--- src/rtl/mem_arbiter_pkg.sv ---
// Shared encodings and default widths for the memory-side arbiter.
// The cache and memory blocks use the same widths.
package mem_arbiter_pkg;

    localparam int unsigned ADDR_W_DEF = 6;
    localparam int unsigned DATA_W_DEF = 32;

    typedef enum logic [1:0] {
        IDLE    = 2'd0,
        BUSY    = 2'd1,
        RELEASE = 2'd2
    } state_t;

    typedef enum logic {
        IC = 1'b0,
        DC = 1'b1
    } owner_t;

endpackage

--- src/rtl/rr_arbiter2.sv ---
// Two-way grant selection between icache and dcache.
// Ties are broken round-robin or in favour of the dcache.
module rr_arbiter2
    import mem_arbiter_pkg::*;
#(
    parameter int unsigned DCACHE_PRIORITY = 0
) (
    input  logic clock,
    input  logic reset,
    input  logic req_ic,
    input  logic req_dc,
    input  logic grant_en,
    output logic winner_dc_c
);

    owner_t last_grant_q;

    // On a tie the requester that was not granted last wins, unless dcache has priority.
    always_comb begin
        winner_dc_c = 1'b0;
        if (req_dc && !req_ic) begin
            winner_dc_c = 1'b1;
        end else if (req_dc && req_ic) begin
            winner_dc_c = (DCACHE_PRIORITY != 0) ? 1'b1 : (last_grant_q == IC);
        end
    end

    always_ff @(posedge clock) begin
        if (reset) begin
            last_grant_q <= IC;
        end else if (grant_en) begin
            last_grant_q <= winner_dc_c ? DC : IC;
        end
    end

endmodule

--- src/rtl/mem_arbiter.sv ---
// Serialises icache and dcache block transfers onto the single data memory.
// Each grant runs IDLE -> BUSY (>=2 cycles) -> RELEASE (1 cycle) -> IDLE.
module mem_arbiter
    import mem_arbiter_pkg::*;
#(
    parameter int unsigned ADDR_W          = ADDR_W_DEF,
    parameter int unsigned DATA_W          = DATA_W_DEF,
    parameter int unsigned DCACHE_PRIORITY = 0
) (
    input  logic              clock,
    input  logic              reset,
    input  logic              ic_read,
    input  logic [ADDR_W-1:0] ic_address,
    output logic [DATA_W-1:0] ic_readdata,
    output logic              ic_busywait,
    input  logic              dc_read,
    input  logic              dc_write,
    input  logic [ADDR_W-1:0] dc_address,
    input  logic [DATA_W-1:0] dc_writedata,
    output logic [DATA_W-1:0] dc_readdata,
    output logic              dc_busywait,
    output logic              mem_read,
    output logic              mem_write,
    output logic [ADDR_W-1:0] mem_address,
    output logic [DATA_W-1:0] mem_writedata,
    input  logic [DATA_W-1:0] mem_readdata,
    input  logic              mem_busywait
);

    state_t            state_q, state_d;
    owner_t            owner_q, owner_d;
    logic              first_q, first_d;
    logic              mem_read_d, mem_write_d;
    logic [ADDR_W-1:0] mem_address_d;
    logic [DATA_W-1:0] mem_writedata_d;
    logic [DATA_W-1:0] ic_readdata_d, dc_readdata_d;

    logic req_ic, req_dc, grant_en, winner_dc_c;

    assign req_ic   = ic_read;
    assign req_dc   = dc_read | dc_write;
    assign grant_en = (state_q == IDLE) && (req_ic || req_dc);

    rr_arbiter2 #(
        .DCACHE_PRIORITY(DCACHE_PRIORITY)
    ) u_rr_arbiter2 (
        .clock      (clock),
        .reset      (reset),
        .req_ic     (req_ic),
        .req_dc     (req_dc),
        .grant_en   (grant_en),
        .winner_dc_c(winner_dc_c)
    );

    // Only the owner is released; the other requester stays stalled.
    assign ic_busywait = req_ic & ~((state_q == RELEASE) && (owner_q == IC));
    assign dc_busywait = req_dc & ~((state_q == RELEASE) && (owner_q == DC));

    always_comb begin
        state_d         = state_q;
        owner_d         = owner_q;
        first_d         = first_q;
        mem_read_d      = mem_read;
        mem_write_d     = mem_write;
        mem_address_d   = mem_address;
        mem_writedata_d = mem_writedata;
        ic_readdata_d   = ic_readdata;
        dc_readdata_d   = dc_readdata;
        case (state_q)
            IDLE: begin
                if (grant_en) begin
                    state_d = BUSY;
                    first_d = 1'b1;
                    if (winner_dc_c) begin
                        owner_d       = DC;
                        mem_address_d = dc_address;
                        // A simultaneous read and write is taken as a writeback.
                        if (dc_write) begin
                            mem_write_d     = 1'b1;
                            mem_writedata_d = dc_writedata;
                        end else begin
                            mem_read_d = 1'b1;
                        end
                    end else begin
                        owner_d       = IC;
                        mem_address_d = ic_address;
                        mem_read_d    = 1'b1;
                    end
                end
            end
            BUSY: begin
                first_d = 1'b0;
                // Memory raises busywait from the strobe, so the first BUSY edge is skipped.
                if (!first_q && !mem_busywait) begin
                    state_d     = RELEASE;
                    mem_read_d  = 1'b0;
                    mem_write_d = 1'b0;
                    if (mem_read) begin
                        if (owner_q == DC) begin
                            dc_readdata_d = mem_readdata;
                        end else begin
                            ic_readdata_d = mem_readdata;
                        end
                    end
                end
            end
            RELEASE: begin
                state_d = IDLE;
            end
            default: begin
                state_d = IDLE;
            end
        endcase
    end

    always_ff @(posedge clock) begin
        if (reset) begin
            state_q       <= IDLE;
            owner_q       <= IC;
            first_q       <= 1'b0;
            mem_read      <= 1'b0;
            mem_write     <= 1'b0;
            mem_address   <= '0;
            mem_writedata <= '0;
            ic_readdata   <= '0;
            dc_readdata   <= '0;
        end else begin
            state_q       <= state_d;
            owner_q       <= owner_d;
            first_q       <= first_d;
            mem_read      <= mem_read_d;
            mem_write     <= mem_write_d;
            mem_address   <= mem_address_d;
            mem_writedata <= mem_writedata_d;
            ic_readdata   <= ic_readdata_d;
            dc_readdata   <= dc_readdata_d;
        end
    end

endmodule

--- config.mk ---
export PLATFORM = sky130hd
export DESIGN_NAME = mem_arbiter
export DESIGN_NICKNAME = d
export VERILOG_FILES = /design/src/rtl/mem_arbiter_pkg.sv /design/src/rtl/rr_arbiter2.sv /design/src/rtl/mem_arbiter.sv
export SDC_FILE = /design/constraint.sdc
export NUM_CORES = 1
export LEC_CHECK = 0
export CORE_MARGIN = 5
export CORE_UTILIZATION = 35
export DETAILED_ROUTE_END_ITERATION = 10
export PLACE_DENSITY = 0.68
export SYNTH_ARGS = -nofsm -noshare
export SYNTH_HDL_FRONTEND = slang
export SYNTH_SLANG_ARGS = --single-unit
--- constraint.sdc ---
create_clock -name clock -period 5.2 [get_ports clock]
set_clock_uncertainty 0.1 [all_clocks]
set_input_delay 1.56 -clock clock [delete_from_list [all_inputs] [get_ports clock]]
set_output_delay 1.56 -clock clock [all_outputs]
set_load 0.005 [all_outputs]
**Congestion heat map**

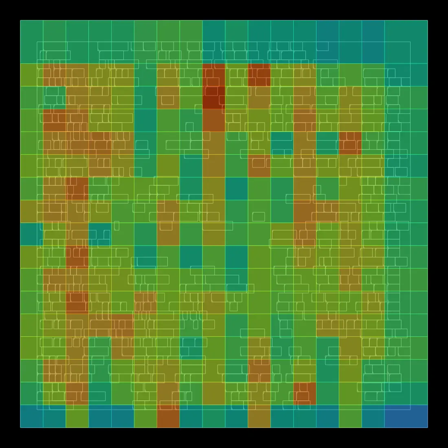
met2 Usage GRT: 25.2%
met1 Track Usage GR: 20.0%

**Sizing map**

Drawn at 3 px/µm.
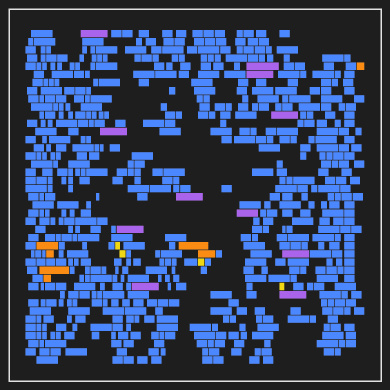
[blue] _0 and _1 cells | cells: 602
[yellow] _2 cells | cells: 4
[orange] _3 and _4 cells | cells: 7
[purple] _6 and larger | cells: 11

==> writeup.txt <==
Entering global routing, the biggest net connects 140 pins. The completed layout was analyzed and its total power is 1.82 mW. Per the gpl log, the routability congestion estimate is 0.799. The slowest cell on the critical path is sky130_fd_sc_hd__clkdlybuf4s50_1. The tools report the met3 layer usage reported by global route as 7.55%. The run gives 3848 for the via count of the first global-routing pass. The initial utilization of the core area, before any placement, comes to 35.7%.

The kind of cell adding the most delay to the critical path was buffers and inverters. In the layout the commonest cells are sky130_fd_sc_hd__clkdlybuf4s50_1, sky130_fd_sc_hd__dfxtp_1, sky130_fd_sc_hd__nand2b_1, sky130_fd_sc_hd__mux2i_1, sky130_fd_sc_hd__a21oi_1. The tools report the number of antenna violations at the first check in global routing as 0. After synthesis, the chip area reported by Yosys is 4510 µm².

Layout overhead on the synthesized area: 48.6%. The run finished with clean final reports. The placed instance count was 782; the largest voltage drop on the vdd net was 0.141 mV. The final max-slew violation count recorded for this run is 0. The detailed router reports a met3 wire length of 1.47 mm. Once detail routing completed, the nets flagged for antenna violations numbered 0. The clock period could shrink to 4.57 ns.

With the total nets after synthesis at 542, the worst slack at placement is 0.640 ns. According to the timing report, the arrival time at the worst endpoint equals 2.91 ns. The routed design shows a via density per instance of 4.86. The cell occurring most often along the worst timing path is sky130_fd_sc_hd__clkdlybuf4s50_1. Setup total negative slack on the finished layout was measured at 0 ns. The main area contributors are sky130_fd_sc_hd__dfxtp_1, sky130_fd_sc_hd__mux2i_1, sky130_fd_sc_hd__nand2b_1. For this design the total switching power over the nets is 430 µW. In this run the core area contains 41 standard-cell rows. The clock buffer count from CTS was 9; the count of TritonRoute iterations in the first routing pass was 4. The run gives 15.3% as the combinational group share of total power. The chip occupies 15200 µm². The actual slew at the worst max-slew pin works out to 1.12 ns. The gate-level netlist out of Yosys references 30 unique cell types. Summing all multiplexer cells gives an area fraction of 15.6%. The run gives 219 MHz for the highest attainable clock frequency. With the total vias in the final route at 3867, the number of violations reported at the end of detailed-routing iteration 0 is 142. The final-report setup violation count was 0; the leakage power was 2.49 nW.

The reg-to-reg critical path startpoint is state_q[0]. The antenna diode count is 0. The register share after synthesis came out at 48.0%. Yosys stat counts 460 cells in the synthesized netlist.

Adder and majority cell fraction of the synthesized area: 0%.
[final timing paths]
check                                   endpoint  depth (start not counted)
worst max-delay path                 ic_busywait                          3
worst min-delay path            mem_writedata[0]                          2
worst min register to register  mem_writedata[0]                          2
worst max register to register    ic_readdata[7]                          4
[cell usage after synthesis (2+ instances only)]
library cell               number
sky130_fd_sc_hd__or3_1          3
sky130_fd_sc_hd__nand3_1       32
sky130_fd_sc_hd__nor2_1         4
sky130_fd_sc_hd__buf_4          2
sky130_fd_sc_hd__clkbuf_1      24
sky130_fd_sc_hd__inv_1          3
sky130_fd_sc_hd__nand2_1        3
sky130_fd_sc_hd__buf_2          9
sky130_fd_sc_hd__a211oi_1       7
sky130_fd_sc_hd__buf_6          4
sky130_fd_sc_hd__a21oi_1       43
sky130_fd_sc_hd__nor2b_1        3
sky130_fd_sc_hd__mux2i_1       70
sky130_fd_sc_hd__o21ai_0       34
sky130_fd_sc_hd__nand2b_1      97
sky130_fd_sc_hd__dfxtp_1      108
[sequential cells by signal, indices dropped and copies added (netlist names), 2 cells and up]
signal         cells
mem_address        6
mem_writedata     32
dc_readdata       32
ic_readdata       32
state_q            2
[power by group through the flow]
stage / combinational [mW] / clock (mW) / sequential, mW
4_1_cts: 0.282 / 0.678 / 0.888
5_1_grt: 0.304 / 0.712 / 0.893
6_report: 0.279 / 0.652 / 0.888
2_1_floorplan: 0.132 / 0 / 0.899
3_3_place_gp: 0.277 / 0 / 0.904
3_5_place_dp: 0.281 / 0 / 0.906
[layout make-up]
cell class | instances | area [µm²] | area share [%]
flip-flops and latches | 108 | 2160 | 32.3
multi-input cells | 309 | 2130 | 31.8
repair buffers | 190 | 1900 | 28.4
clock buffers | 11 | 233 | 3.48
well taps | 172 | 215 | 3.21
clock inverters | 3 | 40.0 | 0.598
inverters | 3 | 11.3 | 0.168
No activity file was given, so power comes from the tool's default toggle rates.
